`config.mk`:
```
export PLATFORM = sky130hd
export DESIGN_NAME = div_seq
export DESIGN_NICKNAME = d
export VERILOG_FILES = /design/src/rtl/div_seq.sv
export SDC_FILE = /design/constraint.sdc
export NUM_CORES = 1
export LEC_CHECK = 0
export CORE_MARGIN = 3
export CORE_UTILIZATION = 40
export CTS_BUF_LIST = sky130_fd_sc_hd__clkbuf_2 sky130_fd_sc_hd__clkbuf_4 sky130_fd_sc_hd__clkbuf_8
export DETAILED_ROUTE_END_ITERATION = 8
export PLACE_DENSITY_LB_ADDON = 0.2
export SETUP_SLACK_MARGIN = 0.02
export SYNTH_ARGS = -nofsm -noshare
export SYNTH_HDL_FRONTEND = slang
export SYNTH_SLANG_ARGS = --single-unit
```
`constraint.sdc`:
```
create_clock -name i_clk -period 4.9 [get_ports i_clk]
set_clock_uncertainty 0.05 [all_clocks]
set_input_delay 0.98 -clock i_clk [delete_from_list [all_inputs] [get_ports i_clk]]
set_output_delay 0.98 -clock i_clk [all_outputs]
set_load 0.01 [all_outputs]
```
`src/rtl/div_seq.sv`:
```
// div_seq: 32-bit sequential restoring divider for DIV/DIVU/REM/REMU, one quotient bit per cycle.
// Define DIV_ZERO_FAST_EN to send a divide-by-zero request straight to DONE with a 1-cycle latency.
module div_seq #(
    parameter int DATA_W = 32
) (
    input  logic              i_clk,
    input  logic              i_reset,
    input  logic              i_valid,
    output logic              o_ready,
    input  logic [DATA_W-1:0] i_A,
    input  logic [DATA_W-1:0] i_B,
    input  logic [2:0]        i_func3,
    input  logic              i_kill,
    output logic              o_valid,
    input  logic              i_ready,
    output logic [DATA_W-1:0] o_result,
    output logic              o_busy
);

    typedef enum logic [1:0] {IDLE, CALC, FIX, DONE} state_t;

    state_t              state, state_nxt;
    logic [5:0]          cnt;
    logic                is_rem, sign_a, sign_b, div_zero;
    logic [DATA_W-1:0]   div_b, quo, rem, res;
    logic [DATA_W:0]     shifted, diff;
    logic                accept, op_signed, fast_zero;

    function automatic logic [DATA_W-1:0] abs_val(input logic signed [DATA_W-1:0] v,
                                                   input logic en);
        return (en && v < 0) ? DATA_W'(-v) : DATA_W'(v);
    endfunction

    function automatic logic [DATA_W-1:0] neg_if(input logic [DATA_W-1:0] v, input logic en);
        return en ? (~v + DATA_W'(1)) : v;
    endfunction

    assign op_signed = ~i_func3[0];
    // func3 encodings without the top bit set are not divide ops and are never accepted
    assign accept    = (state == IDLE) && i_valid && i_func3[2];
`ifdef DIV_ZERO_FAST_EN
    assign fast_zero = (i_B == '0);
`else
    assign fast_zero = 1'b0;
`endif
    assign o_ready = (state == IDLE);
    assign o_busy  = (state != IDLE);

    // Restoring step: shift in the next dividend bit, try to subtract the divisor
    always_comb begin
        shifted = {rem, quo[DATA_W-1]};
        diff    = shifted - {1'b0, div_b};
    end

    always_comb begin
        state_nxt = state;
        case (state)
            IDLE: if (accept) state_nxt = fast_zero ? DONE : CALC;
            CALC: begin
                if (i_kill)                      state_nxt = IDLE;
                else if (cnt == 6'(DATA_W - 1)) state_nxt = FIX;
            end
            FIX:  state_nxt = i_kill ? IDLE : DONE;
            DONE: if (o_valid && i_ready) state_nxt = IDLE;
            default: state_nxt = IDLE;
        endcase
    end

    always_ff @(posedge i_clk) begin
        if (i_reset) begin
            state <= IDLE;
            cnt   <= '0;
        end else begin
            state <= state_nxt;
            if (accept)             cnt <= '0;
            else if (state == CALC) cnt <= cnt + 6'd1;
        end
    end

    always_ff @(posedge i_clk) begin
        if (accept) begin
            is_rem   <= i_func3[1];
            sign_a   <= op_signed && i_A[DATA_W-1];
            sign_b   <= op_signed && i_B[DATA_W-1];
            div_zero <= (i_B == '0);
            quo      <= abs_val(i_A, op_signed);
            div_b    <= abs_val(i_B, op_signed);
            rem      <= '0;
            if (fast_zero) res <= i_func3[1] ? i_A : '1;
        end else if (state == CALC) begin
            quo <= {quo[DATA_W-2:0], ~diff[DATA_W]};
            rem <= diff[DATA_W] ? shifted[DATA_W-1:0] : diff[DATA_W-1:0];
        end else if (state == FIX) begin
            // Zero divisor leaves rem = |A|, so the sign fix restores A; quotient is forced
            res <= is_rem   ? neg_if(rem, sign_a) :
                   div_zero ? '1 : neg_if(quo, sign_a ^ sign_b);
        end
    end

    // Result is presented one cycle after entering DONE and cleared on handoff
    always_ff @(posedge i_clk) begin
        if (i_reset) begin
            o_valid  <= 1'b0;
            o_result <= '0;
        end else if (state == DONE && !o_valid) begin
            o_valid  <= 1'b1;
            o_result <= res;
        end else if (state == DONE && i_ready) begin
            o_valid  <= 1'b0;
            o_result <= '0;
        end
    end

endmodule
```
==> summary.rpt <==
RUN STATUS
----------------------------------------------------------------------------
Result of the run                                               complete, no violations

FINAL LAYOUT
----------------------------------------------------------------------------
Fraction of layout cells with a size suffix above 1                   0.0586
Sequential portion of the cell area                                    0.357
Highest-count cells in the layout ignoring fill and taps        122 x sky130_fd_sc_hd__nor2_1, 106 x sky130_fd_sc_hd__clkdlybuf4s50_1, 100 x sky130_fd_sc_hd__edfxtp_1
Final std cell area, no fill                                     12,500 um^2
Non-clock buffering overhead                                          0.0951
Non-clock inverter total of the final layout                              68
Non-clock buffers                                                        123
Area of the multi-input gates                                      5750 um^2

WORST SETUP PATH
----------------------------------------------------------------------------
Crit path largest cell delay                                         0.49 ns
Largest delay share family, worst path                          simple AND/OR/NAND/NOR gates
CP Class                                                        input port to flip-flop
Cell chain of the critical path                                 clkdlybuf4s50_1 -> nor4_1 -> nand2_1 -> or4_1 -> nand2b_1 -> nor4_2 -> nand2_1 -> nor4_1 -> a21oi_1 -> xnor2_1 -> a21oi_1

FINAL TIMING
----------------------------------------------------------------------------
Total negative slack                                                    0 ns
Min Clock Period, post-route                                         3.81 ns
Number of failing setup endpoints in the final timing report               0
Worst-Margin Slew                                                    1.03 ns

CLOCK NETWORK
----------------------------------------------------------------------------
H-Tree Depth                                                               4
Gates resized, CTS repair                                                  0
Clock-pin transition on the worst setup and hold timing paths        0.11 ns
Clock latency at the later pin of the worst-skew pair                0.48 ns
Clock tree from TritonCTS                                                yes

PLACEMENT
----------------------------------------------------------------------------
Total cell area at the placement stage                           12,100 um^2
Port-buffer cells                                                        106
Final RePlAce weighted congestion                                      0.861

SYNTH
----------------------------------------------------------------------------
Syn Inst Count                                                         1,185
Post-synth top cells                                            124 x sky130_fd_sc_hd__nor2_1, 100 x sky130_fd_sc_hd__edfxtp_1, 98 x sky130_fd_sc_hd__a21oi_1
Most frequent cell after synthesis                              sky130_fd_sc_hd__nor2_1
Number of standard cells reported by yosys                             1,185
Yosys-reported design area after synthesis                       10,700 um^2
Flip-flops with a built-in enable                                        100
Share of Yosys cell area claimed by the top area cell type             0.281
Post-synthesis net count                                               1,295
Total standard cell area after synthesis                         10,700 um^2
Distinct cell type count of the synthesized netlist                       66

GRT
----------------------------------------------------------------------------
Pin count of the biggest net entering global routing                      75
Global-route wire length before repair                             43,200 um

PWR
----------------------------------------------------------------------------
Internal power of the cells                                          3.03 mW
IR Drop Worst-Case VDD                                            0.000191 V
Proportion of power drawn by combinational gates                       0.414
PD cells                                                         419 nW/um^2
Sequential fraction of design power                                    0.386

DIE
----------------------------------------------------------------------------
Chip Area                                                        28,700 um^2
Die extent in x                                                       169 um

layer usage:
metal | track usage | share of wire | vias to the layer above
li1 | - | - | 4458
met1 | 0.259 | 0.48 | 4228
met2 | 0.300 | 0.46 | 197
met3 | 0.0310 | 0.045 | 23
met4 | 0.0587 | 0.023 | 0
met5 | 0 | 0 | -
kinds of logic after synthesis:
| group | count (synthesis) | synth area share |
|---|---|---|
| flip-flops | 173 | 0.418 |
| adder cells (fa/ha/maj) | 38 | 0.0453 |
| AND-OR/OR-AND | 320 | 0.194 |
| buffers and inverters | 128 | 0.0461 |
| AND/OR/NAND/NOR | 367 | 0.165 |
| XOR/XNOR | 152 | 0.125 |
| multiplexers | 7 | 0.00657 |
path summary, 6_finish.rpt:
kind	start	endpoint	slack (ns)	depth (start not counted)
min reg2reg	res[23]	o_result[23]	0.43	2
min	res[23]	o_result[23]	0.43	2
max reg2reg	quo[31]	rem[1]	1.09	14
max	i_A[2]	quo[28]	1.09	11
registers in the layout (all words and copies together) (netlist names):
name,count
div_b,32
sign_b,1
o_valid,1
state,2
rem,32
sign_a,1
res,32
o_result,32
is_rem,1
quo,32
div_zero,1
cnt,6
metrics by stage:
step,cells,util,setup WS (ns)
floorplan,1185,-,1.50
global placement,1583,0.462,0.736
detailed placement,1583,0.462,0.656
CTS,1615,0.478,1.13
global route,1615,0.478,0.708
finish,1615,0.478,1.09
power groups by stage:
stage	combinational, mW	clock, mW	sequential, mW
6_report	2.17	1.04	2.02
5_1_grt	2.43	1.12	2.05
4_1_cts	2.17	1.07	2.02
3_5_place_dp	2.15	0	2.05
3_3_place_gp	2.13	0	2.05
2_1_floorplan	1.61	0	1.95
Routed metal, one color a layer:
(1.5 px per um)
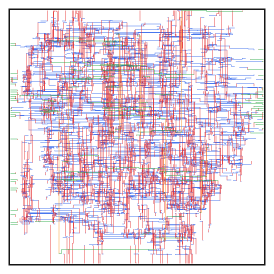
- M4: orange (wire length 624 um)
- M2: red (wire length 12,200 um)
- M1: blue (wire length 12,800 um)
- M3: green (wire length 1,220 um)

Routing congestion:
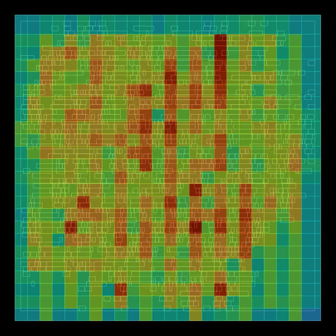
per-cell routed wire length: 16.6 um
utilization after layout: 0.478
most heavily used metal layer in global routing: met2
met1 capacity usage during global routing: 0.259
met3 routing resource usage after global routing: 0.0310

Met3 routing:
(1.5 px per um) Cells faint in the background.
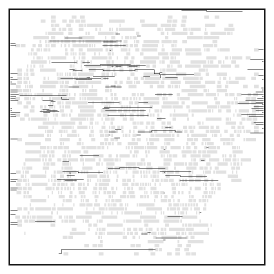
- main direction: horizontal
- longest straight run: 62.3 um
- share of all routed wire: 4.5%
- wire length on this layer: 1,220 um
- nets with wire on the layer: 107

Routed metal per tile:
(2 px per um) The die is cut into 34 by 34 equal tiles; dark purple is low, yellow is high, scaled to the fullest tile. Values are wire area over tile area, all layers added.
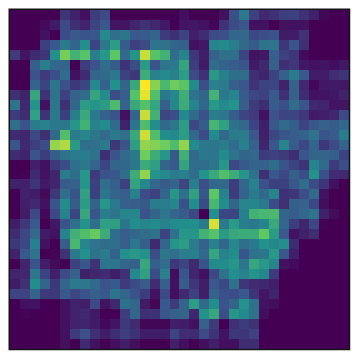
- densest ninth of the die: center
- tiles over half the peak: 12%
- mean over tiles: 0.15
total wire length: 26,900 um
total routing usage reported by global routing: 0.187
count of vias placed by the detailed router: 8,906

Routed clock nets over the placement:
(2 px per um)
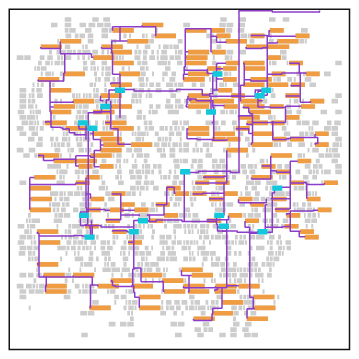
- clock wires: purple (length 2,260 um)
- clock-net drivers: cyan (count 17)
- flip-flops: orange (count 173)
- flops lie: spread over the die
- routed clock nets: 18

No activity file was given, so power comes from the tool's default toggle rates.
